--- src/rtl/matching_pkg.sv ---
// Shared types and constants for the N-lane dictionary matching stage.
package matching_pkg;

  localparam int unsigned WORD_W  = 32;
  localparam int unsigned MMMX_HI = 8;
  localparam int unsigned MMXX_HI = 16;
  localparam int unsigned CODE_W  = 3;

  typedef enum logic [CODE_W-1:0] {
    ZZZZ = 3'd0,
    XXXX = 3'd1,
    MMMM = 3'd2,
    MMXX = 3'd3,
    ZZZX = 3'd4,
    MMMX = 3'd5
  } match_code_t;

  // Words that are not reproducible from zero patterns or an exact hit enter the dictionary.
  function automatic logic code_pushes(input match_code_t code);
    return (code == MMMX) || (code == MMXX) || (code == XXXX);
  endfunction

endpackage

--- src/rtl/lane_matcher.sv ---
// Classifies one word against a dictionary view; purely combinational.
module lane_matcher
  import matching_pkg::*;
#(
  parameter int unsigned DICT_ENTRY = 16,
  parameter int unsigned LOC_W      = $clog2(DICT_ENTRY)
) (
  input  logic [WORD_W-1:0]            word,
  input  logic [DICT_ENTRY*WORD_W-1:0] dict_data,
  input  logic [DICT_ENTRY-1:0]        dict_valid,
  output match_code_t                  code,
  output logic [LOC_W-1:0]             location
);

  logic             full_hit;
  logic             mmmx_hit;
  logic             mmxx_hit;
  logic [LOC_W-1:0] full_loc;
  logic [LOC_W-1:0] mmmx_loc;
  logic [LOC_W-1:0] mmxx_loc;

  // Lowest matching slot per match level; the first hit in ascending order is kept.
  always_comb begin
    full_hit = 1'b0;
    mmmx_hit = 1'b0;
    mmxx_hit = 1'b0;
    full_loc = '0;
    mmmx_loc = '0;
    mmxx_loc = '0;
    for (int i = 0; i < int'(DICT_ENTRY); i++) begin
      if (dict_valid[i]) begin
        if (!full_hit && (dict_data[i*WORD_W +: WORD_W] == word)) begin
          full_hit = 1'b1;
          full_loc = LOC_W'(i);
        end
        if (!mmmx_hit &&
            (dict_data[i*WORD_W+MMMX_HI +: WORD_W-MMMX_HI] == word[WORD_W-1:MMMX_HI])) begin
          mmmx_hit = 1'b1;
          mmmx_loc = LOC_W'(i);
        end
        if (!mmxx_hit &&
            (dict_data[i*WORD_W+MMXX_HI +: WORD_W-MMXX_HI] == word[WORD_W-1:MMXX_HI])) begin
          mmxx_hit = 1'b1;
          mmxx_loc = LOC_W'(i);
        end
      end
    end
  end

  always_comb begin
    code     = XXXX;
    location = '0;
    if (word == '0) begin
      code = ZZZZ;
    end else if (full_hit) begin
      code     = MMMM;
      location = full_loc;
    end else if (word[WORD_W-1:MMMX_HI] == '0) begin
      code = ZZZX;
    end else if (mmmx_hit) begin
      code     = MMMX;
      location = mmmx_loc;
    end else if (mmxx_hit) begin
      code     = MMXX;
      location = mmxx_loc;
    end
  end

endmodule

--- src/rtl/matching_stage_nlane.sv ---
// N-lane dictionary matching stage: lane k matches against the dictionary as updated
// by lanes 0..k-1 of the same batch, then the batch result is registered.
module matching_stage_nlane
  import matching_pkg::*;
#(
  parameter int unsigned LANES      = 2,
  parameter int unsigned DICT_ENTRY = 16,
  parameter int unsigned LOC_W      = $clog2(DICT_ENTRY)
) (
  input  logic                      i_clk,
  input  logic                      i_reset,
  input  logic                      i_valid,
  output logic                      o_ready,
  input  logic [WORD_W*LANES-1:0]   i_word,
  input  logic                      i_flush,
  output logic                      o_valid,
  input  logic                      i_ready,
  output logic [WORD_W*LANES-1:0]   o_word,
  output logic [CODE_W*LANES-1:0]   o_code,
  output logic [LOC_W*LANES-1:0]    o_location
);

  localparam int unsigned DICT_W = DICT_ENTRY * WORD_W;

  logic [DICT_W-1:0]        dict_data_q;
  logic [DICT_ENTRY-1:0]    dict_valid_q;
  logic [LOC_W-1:0]         wr_ptr_q;
  logic                     accept;
  logic [CODE_W*LANES-1:0]  code_flat;
  logic [LOC_W*LANES-1:0]   loc_flat;

  assign o_ready = i_reset && (!o_valid || i_ready);
  assign accept  = i_valid && o_ready;

  // View chain: each lane sees the previous lane's post-push dictionary.
  for (genvar k = 0; k < LANES; k++) begin : g_lane
    logic [DICT_W-1:0]     view_data;
    logic [DICT_ENTRY-1:0] view_valid;
    logic [LOC_W-1:0]      view_ptr;
    logic [DICT_W-1:0]     next_data;
    logic [DICT_ENTRY-1:0] next_valid;
    logic [LOC_W-1:0]      next_ptr;
    logic [WORD_W-1:0]     lane_word;
    match_code_t           lane_code;
    logic [LOC_W-1:0]      lane_loc;
    logic                  push;

    // Flush takes effect before the first lane, so a flushed batch starts empty at slot 0.
    if (k == 0) begin : g_head
      assign view_data  = dict_data_q;
      assign view_valid = i_flush ? '0 : dict_valid_q;
      assign view_ptr   = i_flush ? '0 : wr_ptr_q;
    end else begin : g_link
      assign view_data  = g_lane[k-1].next_data;
      assign view_valid = g_lane[k-1].next_valid;
      assign view_ptr   = g_lane[k-1].next_ptr;
    end

    assign lane_word = i_word[k*WORD_W +: WORD_W];

    lane_matcher #(
      .DICT_ENTRY (DICT_ENTRY),
      .LOC_W      (LOC_W)
    ) u_matcher (
      .word       (lane_word),
      .dict_data  (view_data),
      .dict_valid (view_valid),
      .code       (lane_code),
      .location   (lane_loc)
    );

    assign push = code_pushes(lane_code);

    always_comb begin
      next_data  = view_data;
      next_valid = view_valid;
      for (int s = 0; s < int'(DICT_ENTRY); s++) begin
        if (push && (view_ptr == LOC_W'(s))) begin
          next_data[s*WORD_W +: WORD_W] = lane_word;
          next_valid[s]                 = 1'b1;
        end
      end
    end

    // Power-of-two depth makes the natural pointer overflow the modulo wrap.
    assign next_ptr = view_ptr + LOC_W'(push);

    assign code_flat[k*CODE_W +: CODE_W] = lane_code;
    assign loc_flat[k*LOC_W +: LOC_W]    = lane_loc;
  end

  // Dictionary commits only on acceptance; a lone flush is honoured even while stalled.
  always_ff @(posedge i_clk) begin
    if (!i_reset) begin
      dict_data_q  <= '0;
      dict_valid_q <= '0;
      wr_ptr_q     <= '0;
    end else if (accept) begin
      dict_data_q  <= g_lane[LANES-1].next_data;
      dict_valid_q <= g_lane[LANES-1].next_valid;
      wr_ptr_q     <= g_lane[LANES-1].next_ptr;
    end else if (i_flush) begin
      dict_valid_q <= '0;
      wr_ptr_q     <= '0;
    end
  end

  always_ff @(posedge i_clk) begin
    if (!i_reset) begin
      o_valid    <= 1'b0;
      o_word     <= '0;
      o_code     <= '0;
      o_location <= '0;
    end else if (accept) begin
      o_valid    <= 1'b1;
      o_word     <= i_word;
      o_code     <= code_flat;
      o_location <= loc_flat;
    end else if (i_ready) begin
      o_valid    <= 1'b0;
    end
  end

endmodule

--- config.mk ---
export PLATFORM = sky130hd
export DESIGN_NAME = matching_stage_nlane
export DESIGN_NICKNAME = d
export VERILOG_FILES = /design/src/rtl/matching_pkg.sv /design/src/rtl/lane_matcher.sv /design/src/rtl/matching_stage_nlane.sv
export SDC_FILE = /design/constraint.sdc
export NUM_CORES = 2
export LEC_CHECK = 0
export CAP_MARGIN = 20
export CORE_ASPECT_RATIO = 0.8
export CORE_MARGIN = 8
export CORE_UTILIZATION = 38
export DETAILED_ROUTE_END_ITERATION = 10
export DONT_BUFFER_PORTS = 1
export HOLD_SLACK_MARGIN = 0.1
export MAX_ROUTING_LAYER = met4
export PLACE_DENSITY_LB_ADDON = 0.12
export SETUP_SLACK_MARGIN = 0.15
export SYNTH_ARGS = -nofsm -noshare
export SYNTH_HDL_FRONTEND = slang
export SYNTH_SLANG_ARGS = --single-unit
export TNS_END_PERCENT = 10
--- constraint.sdc ---
create_clock -name i_clk -period 11.9 [get_ports i_clk]
set_input_delay 2.975 -clock i_clk [delete_from_list [all_inputs] [get_ports i_clk]]
set_output_delay 2.975 -clock i_clk [all_outputs]
set_load 0.01 [all_outputs]
==> summary.txt <==
Update from the flow run.

The run finished with clean final reports. The proportion of synthesized area in mux cells is 8.240%. Of the total standard cell area in the layout, the sequential portion is 24.04%. The most numerous cell type found on the critical path is buf_4. The H-tree was split into 3 levels. Sequential cells placed in the final layout were counted as 611.

The yosys synthesis warning count is 0. Sequential elements use 25.58% of the synthesized area. The switching power summed over all nets is 0.001470 W. The kind of cell adding the most delay to the critical path is simple AND/OR/NAND/NOR gates. The adder-cell area share of the yosys netlist is 0.1047%. The TritonCTS sink count is 611. The area enclosed by the die boundary is 0.1375 mm^2. After its last routability iteration, the placer logged a weighted congestion of 0.9971.

Setup repair after global routing left no endpoint under its margin. The type of origin of the critical path is a primary input. Per the synthesis report, the single largest cell type by area occupies 25.58% of cell area. The worst hold path was traced through 2 stages. Including well taps, the total number of placed cells is 7596. The routed layout has 50110 vias.

Endpoints failing hold in the final report were tallied at 0. The fraction of the mapped netlist area in compound gates is 20.34%. The largest individual stage delay along the critical path comes from the cell or3_1. In the final layout, multi-input gates take up 64.37% of the cell area. The cell leakage power is 16.43 nW. The flop-to-flop setup slack is 3990 ps. For reference, the clock transition at the flip-flops on the worst setup and hold paths is 60 ps. At the floorplan stage, the core utilization is reported as 38.26%. OpenSTA lists the critical path endpoint as dict_data_q[161]. The share of final-layout standard cells stronger than drive strength 1 is 6.775%. The total tool warning count is 34. The post-CTS hold buffer count recorded in the log is 0. The most common logic cells in the final layout are nand2_1, dfxtp_1, o21ai_0, xor2_1, xnor2_1. Of all the cell area in the finished design, non-clock buffers hold 1.867%.

The total number of multi-input combinational cells is 5129. Global routing finished with a remaining overflow of 0. The critical path goes through xor2_1 > nor4_1 > nand4_1 > or4_1 > o41a_1 > nand4_4 > buf_4 > o21ai_0 > a21o_1 > a211oi_1 > nand3_1 > o22ai_1 > nor4_2 > nand3_4 > or3_1 > buf_4 > o211ai_1 > a21oi_1. The area share of xor/xnor cells in the synthesized design is 16.52%.
==> flip-flops by register name (all words and copies together), names as in the netlist <==
name / cells
dict_data_q: 512
dict_valid_q: 16
o_code: 6
o_location: 8
o_valid: 1
o_word: 64
wr_ptr_q: 4
==> Yosys cell counts (91+ instances only) <==
cell,instances
nor2_1,201
nand3_1,270
dfxtp_1,611
xor2_1,482
mux2_2,91
xnor2_1,420
nand2_1,1094
nand4_1,128
nor4_1,178
clkbuf_1,373
a21oi_1,366
o211ai_1,302
o21ai_0,493
mux2i_1,289
==> routing by layer <==
layer	GRT usage [%]	up-vias	wire length (um)
li1	-	22010	-
met2	48.88	3076	100900
met5	-	-	0
met3	9.340	569	29540
met4	12.48	0	9869
met1	46.07	24450	102100
**Floorplan with the power grid**

Scale bar: 100 um. Pins as bars on the die edge. Tap cells in gray.
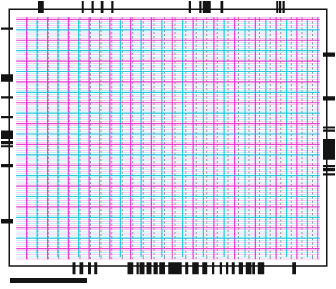
legend:
  magenta:
    net: VSS
  cyan:
    net: VDD
signal pins: 149
met5 straps: 23
die height: 333.3 um
die boundary width: 412.6 um
core footprint: 0.1250 mm^2
worst IR drop on VDD: 0.1148 mV

**Cell classes on the final placement**

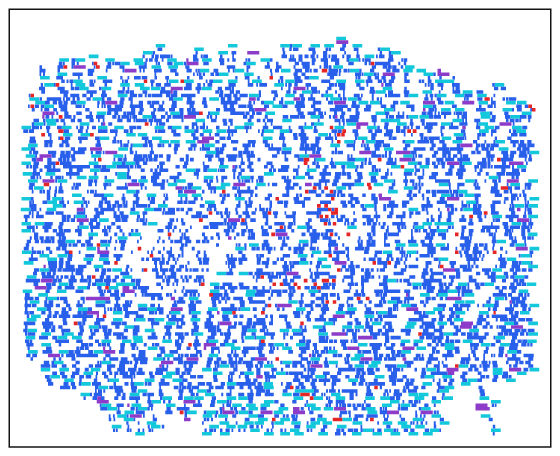
legend:
  blue:
    class: all other logic
    cells: 5221
  cyan:
    class: flip-flops
    cells: 611
  purple:
    class: clock drivers and dummy loads
    cells: 130
  red:
    class: other buffers and delay cells
    cells: 119

**Routed clock nets over the placement**

Scale bar: 100 um.
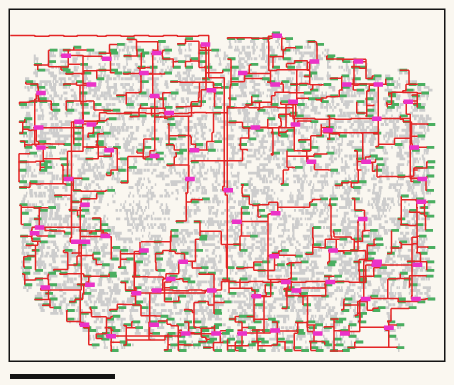
legend:
  red:
    item: clock wires
    length: 11200 um
  green:
    item: flip-flops
    count: 611
  magenta:
    item: cells driving clock nets
    count: 76
routed clock nets: 77
flops lie: spread over the die

**Routed metal, one color a layer**

Scale bar: 100 um. Two of the layers only.
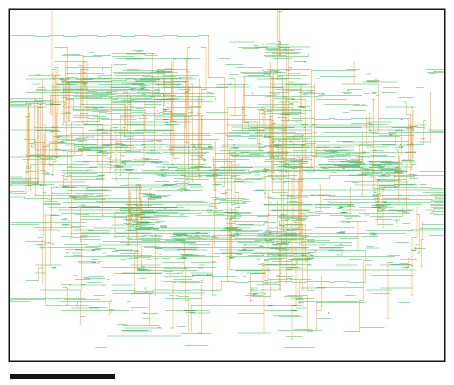
legend:
  green:
    layer: met3
    wire_length: 29.5 mm
  orange:
    layer: met4
    wire_length: 9870 um

Power and IR drop assume default switching activity.
